**src/rtl/axi_lite_write_arbiter.sv**
```systemverilog
// rtl/axi_lite_write_arbiter.sv - round-robin arbiter sharing one AXI-Lite write master
// Single-beat writes from NUM_REQ clients are serialised onto AW/W/B and the bresp is returned to the winner.
module axi_lite_write_arbiter #(
   parameter int NUM_REQ          = 4,
   parameter int AXI_AWADDR_WIDTH = 8,
   parameter int AXI_WDATA_WIDTH  = 32
) (
   input  logic                                    aclk,
   input  logic                                    aresetn,
   input  logic [NUM_REQ-1:0]                      req,
   input  logic [NUM_REQ*AXI_AWADDR_WIDTH-1:0]     req_addr,
   input  logic [NUM_REQ*AXI_WDATA_WIDTH-1:0]      req_data,
   input  logic [NUM_REQ*AXI_WDATA_WIDTH/8-1:0]    req_strb,
   input  logic [NUM_REQ*3-1:0]                    req_prot,
   output logic [NUM_REQ-1:0]                      done,
   output logic [1:0]                              resp,
   output logic                                    busy,
   output logic                                    awvalid,
   input  logic                                    awready,
   output logic [AXI_AWADDR_WIDTH-1:0]             awaddr,
   output logic [2:0]                              awprot,
   output logic                                    wvalid,
   input  logic                                    wready,
   output logic [AXI_WDATA_WIDTH-1:0]              wdata,
   output logic [AXI_WDATA_WIDTH/8-1:0]            wstrb,
   input  logic                                    bvalid,
   output logic                                    bready,
   input  logic [1:0]                              bresp
);

   localparam int STRB_W = AXI_WDATA_WIDTH / 8;
   localparam int IDX_W  = $clog2(NUM_REQ);

   localparam logic [1:0] ST_IDLE = 2'd0;
   localparam logic [1:0] ST_SEND = 2'd1;
   localparam logic [1:0] ST_RESP = 2'd2;
   localparam logic [1:0] ST_DONE = 2'd3;

   localparam logic [IDX_W:0]   NUM_REQ_W = (IDX_W + 1)'(NUM_REQ);
   localparam logic [IDX_W-1:0] LAST_IDX  = IDX_W'(NUM_REQ - 1);

   logic [1:0]       state;
   logic [IDX_W-1:0] ptr;
   logic [IDX_W-1:0] winner;
   logic [IDX_W-1:0] grant;
   logic [IDX_W:0]   scan;
   logic             found;
   logic             aw_fin;
   logic             w_fin;

   // Scan from ptr upward with wrap; the first pending requester wins.
   always_comb begin
      grant = '0;
      found = 1'b0;
      scan  = '0;
      for (int k = 0; k < NUM_REQ; k++) begin
         scan = {1'b0, ptr} + (IDX_W + 1)'(k);
         if (scan >= NUM_REQ_W) begin
            scan = scan - NUM_REQ_W;
         end
         if (!found && req[scan[IDX_W-1:0]]) begin
            grant = scan[IDX_W-1:0];
            found = 1'b1;
         end
      end
   end

   // A channel counts as finished if it already handshook or handshakes on this edge.
   assign aw_fin = !awvalid || awready;
   assign w_fin  = !wvalid || wready;

   always_ff @(posedge aclk or negedge aresetn) begin
      if (!aresetn) begin
         state   <= ST_IDLE;
         ptr     <= '0;
         winner  <= '0;
         done    <= '0;
         resp    <= 2'b00;
         busy    <= 1'b0;
         awvalid <= 1'b0;
         awaddr  <= '0;
         awprot  <= 3'b000;
         wvalid  <= 1'b0;
         wdata   <= '0;
         wstrb   <= '0;
         bready  <= 1'b0;
      end else begin
         case (state)
            ST_IDLE: begin
               if (found) begin
                  awaddr  <= req_addr[grant*AXI_AWADDR_WIDTH +: AXI_AWADDR_WIDTH];
                  awprot  <= req_prot[grant*3 +: 3];
                  wdata   <= req_data[grant*AXI_WDATA_WIDTH +: AXI_WDATA_WIDTH];
                  wstrb   <= req_strb[grant*STRB_W +: STRB_W];
                  awvalid <= 1'b1;
                  wvalid  <= 1'b1;
                  winner  <= grant;
                  busy    <= 1'b1;
                  state   <= ST_SEND;
               end
            end
            ST_SEND: begin
               if (awvalid && awready) begin
                  awvalid <= 1'b0;
               end
               if (wvalid && wready) begin
                  wvalid <= 1'b0;
               end
               if (aw_fin && w_fin) begin
                  bready <= 1'b1;
                  state  <= ST_RESP;
               end
            end
            ST_RESP: begin
               if (bvalid) begin
                  resp   <= bresp;
                  done   <= NUM_REQ'(1) << winner;
                  bready <= 1'b0;
                  ptr    <= (winner == LAST_IDX) ? '0 : winner + 1'b1;
                  state  <= ST_DONE;
               end
            end
            default: begin
               done  <= '0;
               busy  <= 1'b0;
               state <= ST_IDLE;
            end
         endcase
      end
   end

endmodule

```
**config.mk**
```make
export PLATFORM = sky130hd
export DESIGN_NAME = axi_lite_write_arbiter
export DESIGN_NICKNAME = d
export VERILOG_FILES = /design/src/rtl/axi_lite_write_arbiter.sv
export SDC_FILE = /design/constraint.sdc
export NUM_CORES = 1
export LEC_CHECK = 0
export ABC_CLOCK_PERIOD_IN_PS = 4900
export CORE_UTILIZATION = 39
export CTS_CLUSTER_SIZE = 20
export DETAILED_ROUTE_END_ITERATION = 7
export GPL_TIMING_DRIVEN = 0
export PLACE_DENSITY = 0.88
export SYNTH_ARGS = -nofsm -noshare
export SYNTH_HDL_FRONTEND = slang
export SYNTH_SLANG_ARGS = --single-unit
```
**constraint.sdc**
```tcl
create_clock -name aclk -period 4.9 [get_ports aclk]
set_input_delay 0.49 -clock aclk [delete_from_list [all_inputs] [get_ports aclk]]
set_output_delay 0.49 -clock aclk [all_outputs]
set_load 0.02 [all_outputs]
```
### Signal wires on met1

The bar under the picture is 20 um long. Supply wires on this layer in grey.
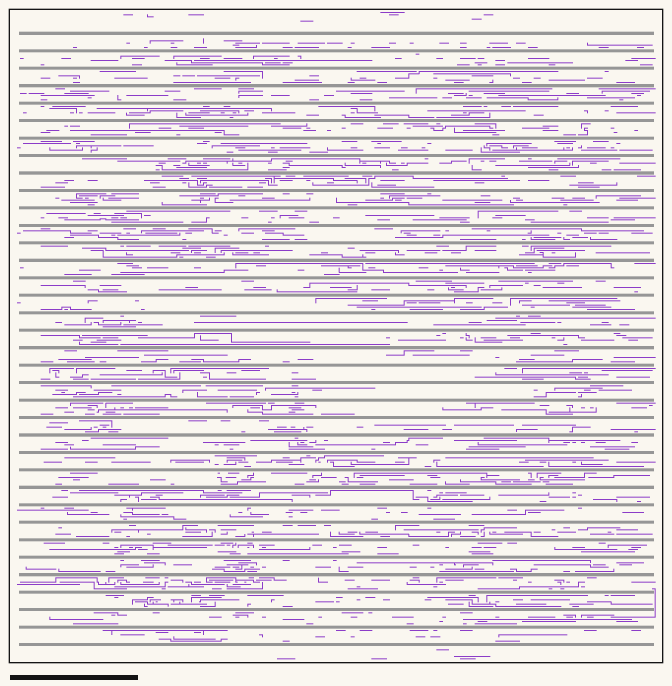
- share of all routed wire: 38%
- wire length on this layer: 5,370 um
- longest straight run: 41.9 um
- main direction: horizontal
- nets with wire on the layer: 710

### M4 wires

The bar under the picture is 20 um long. Supply wires on this layer in grey.
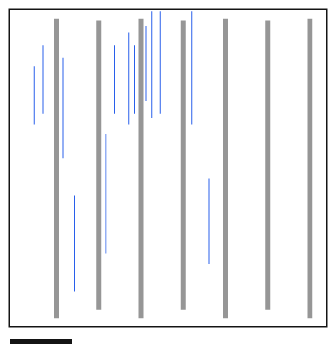
- wire length on this layer: 367 um
- nets with wire on the layer: 12
- main direction: vertical
- share of all routed wire: 2.6%

-- worst paths after layout --
kind	depth (start not counted)	endpoint
worst min-delay path	1	wstrb[3]
worst max register to register	9	wdata[2]
min in group aclk	2	wdata[13]
worst min register to register	2	wdata[13]
worst max-delay path	7	wdata[2]
max in group asynchronous	1	wdata[12]
-- power by group --
group          switching [W]  internal [W]  leakage (nW)  total, W
Sequential          0.000158      0.000778         0.777  0.000936
Combinational        0.00114       0.00106          2.15   0.00221
Clock               0.000213      0.000197        0.0853  0.000409
Total                0.00151       0.00204          3.01   0.00355
-- critical path, stage by stage --
cell	delay (ns)
sky130_fd_sc_hd__clkdlybuf4s50_1	0.48
sky130_fd_sc_hd__nor4_2	0.66
sky130_fd_sc_hd__nor2b_1	0.14
sky130_fd_sc_hd__o21ai_0	0.14
sky130_fd_sc_hd__buf_2	0.29
sky130_fd_sc_hd__buf_2	0.30
sky130_fd_sc_hd__o221ai_1	0.16
-- registers in the layout (all words and copies together) (netlist names) --
signal / count
awaddr: 8
awprot: 3
awvalid: 1
bready: 1
busy: 1
done: 4
ptr: 2
resp: 2
state: 2
wdata: 32
winner: 2
wstrb: 4
wvalid: 1
-- cell families (layout without fill, tap and decap cells) --
logic type	Yosys count	count (layout)	synth area share
flops	63	63	0.4079
buf+inv	38	309	0.05568
simple gates	76	76	0.08709
compound gates	74	74	0.1690
mux	99	99	0.2577
fa+ha+maj	7	7	0.02266
-- metal layers --
layer | vias up | part of all wire | wire [um]
met5 | - | 0 | 0
met4 | 0 | 0.026 | 367
met3 | 29 | 0.080 | 1146
met2 | 191 | 0.52 | 7388
met1 | 1974 | 0.38 | 5374
li1 | 1876 | - | -
==> results.yml <==
# generated from flow reports
clocking:
  clkLatencyLatePin_ns: 0.34
  clock_transition_at_the_registers_of_the_reported_paths_ns: 0.07
  numClockSinks: 63
  cts_buffers: 9
  postCtsResizedCells: 0
global_routing:
  grt_busiest_layer: "met2"
  met3_usage: 0.06349
  antenna_found_initial: 0
  grtUsageMet2: 0.5114
  met1_usage: 0.2995
  grt_max_degree: 64
  first_global_vias: 4249
worst_setup_path:
  timing.critical_path.required_ns: 5.09
  setup.worst_path.start: "req[2]"
  timing.critical_path.fanout_max: 10
  worst_setup_path_start_kind: "input pin"
final_timing:
  rsz_0062_raised_after_global_routing: "no"
  finalClockPeriodUsage: 0.5068
  tightestPinTransition_ns: 0.8348
  worst_clock_skew_ns: 0.01366
  fmax_ghz: 0.4027
yosys:
  synth.cells.most_frequent: "95 x sky130_fd_sc_hd__mux2i_1, 63 x sky130_fd_sc_hd__dfrtp_1, 57 x sky130_fd_sc_hd__nand2_1"
  syn_nets: 563
  synth-edff-count: 0
  synth_stat.cells: 357
  yosysUniqueCellTypes: 29
  post-synth-top-area-cell: "sky130_fd_sc_hd__dfrtp_1"
  synthCells: 357
  fraction_of_synthesized_cell_area_taken_by_the_top_area_cell_type: 0.4079
cells_and_area:
  area_share_clock_buf_inv: 0.02595
  dominant-cell-class: "non-clock buffers"
  antenna_cells_inserted: 0
  final-nonclk-buf-share: 0.4046
  mi_logic_area_mm2: 0.002073
  layout_top_cells: "254 x sky130_fd_sc_hd__clkdlybuf4s50_1, 95 x sky130_fd_sc_hd__mux2i_1, 63 x sky130_fd_sc_hd__dfrtp_1"
  syn_to_final_growth_pct: 74.68
  final.clkbuf_count: 11
  layout_top_cell: "sky130_fd_sc_hd__clkdlybuf4s50_1"
  utilization_after_layout: 0.7171
power_and_ir_drop:
  p_total_w: 0.003553
  cellLeakagePower_nw: 3.009
  power-per-cell-area_mw_per_mm2: 526.3
min_path:
  worst_hold_path_type: "in -> async"
place:
  dpl.cell_count: 741
  buffer_ports.inserted: 255
drt:
  count_of_nets_left_with_antenna_violations_after_detail_routing: 0
  drt_iter0_drc: 89
  post-route-drc-count: 0
  via_per_inst: 5.376
  detailedRoute.firstPassIterationCount: 4
outcome:
  outcome: "completed"
Power figures rest on the tool's default switching activity, not on a simulated workload.
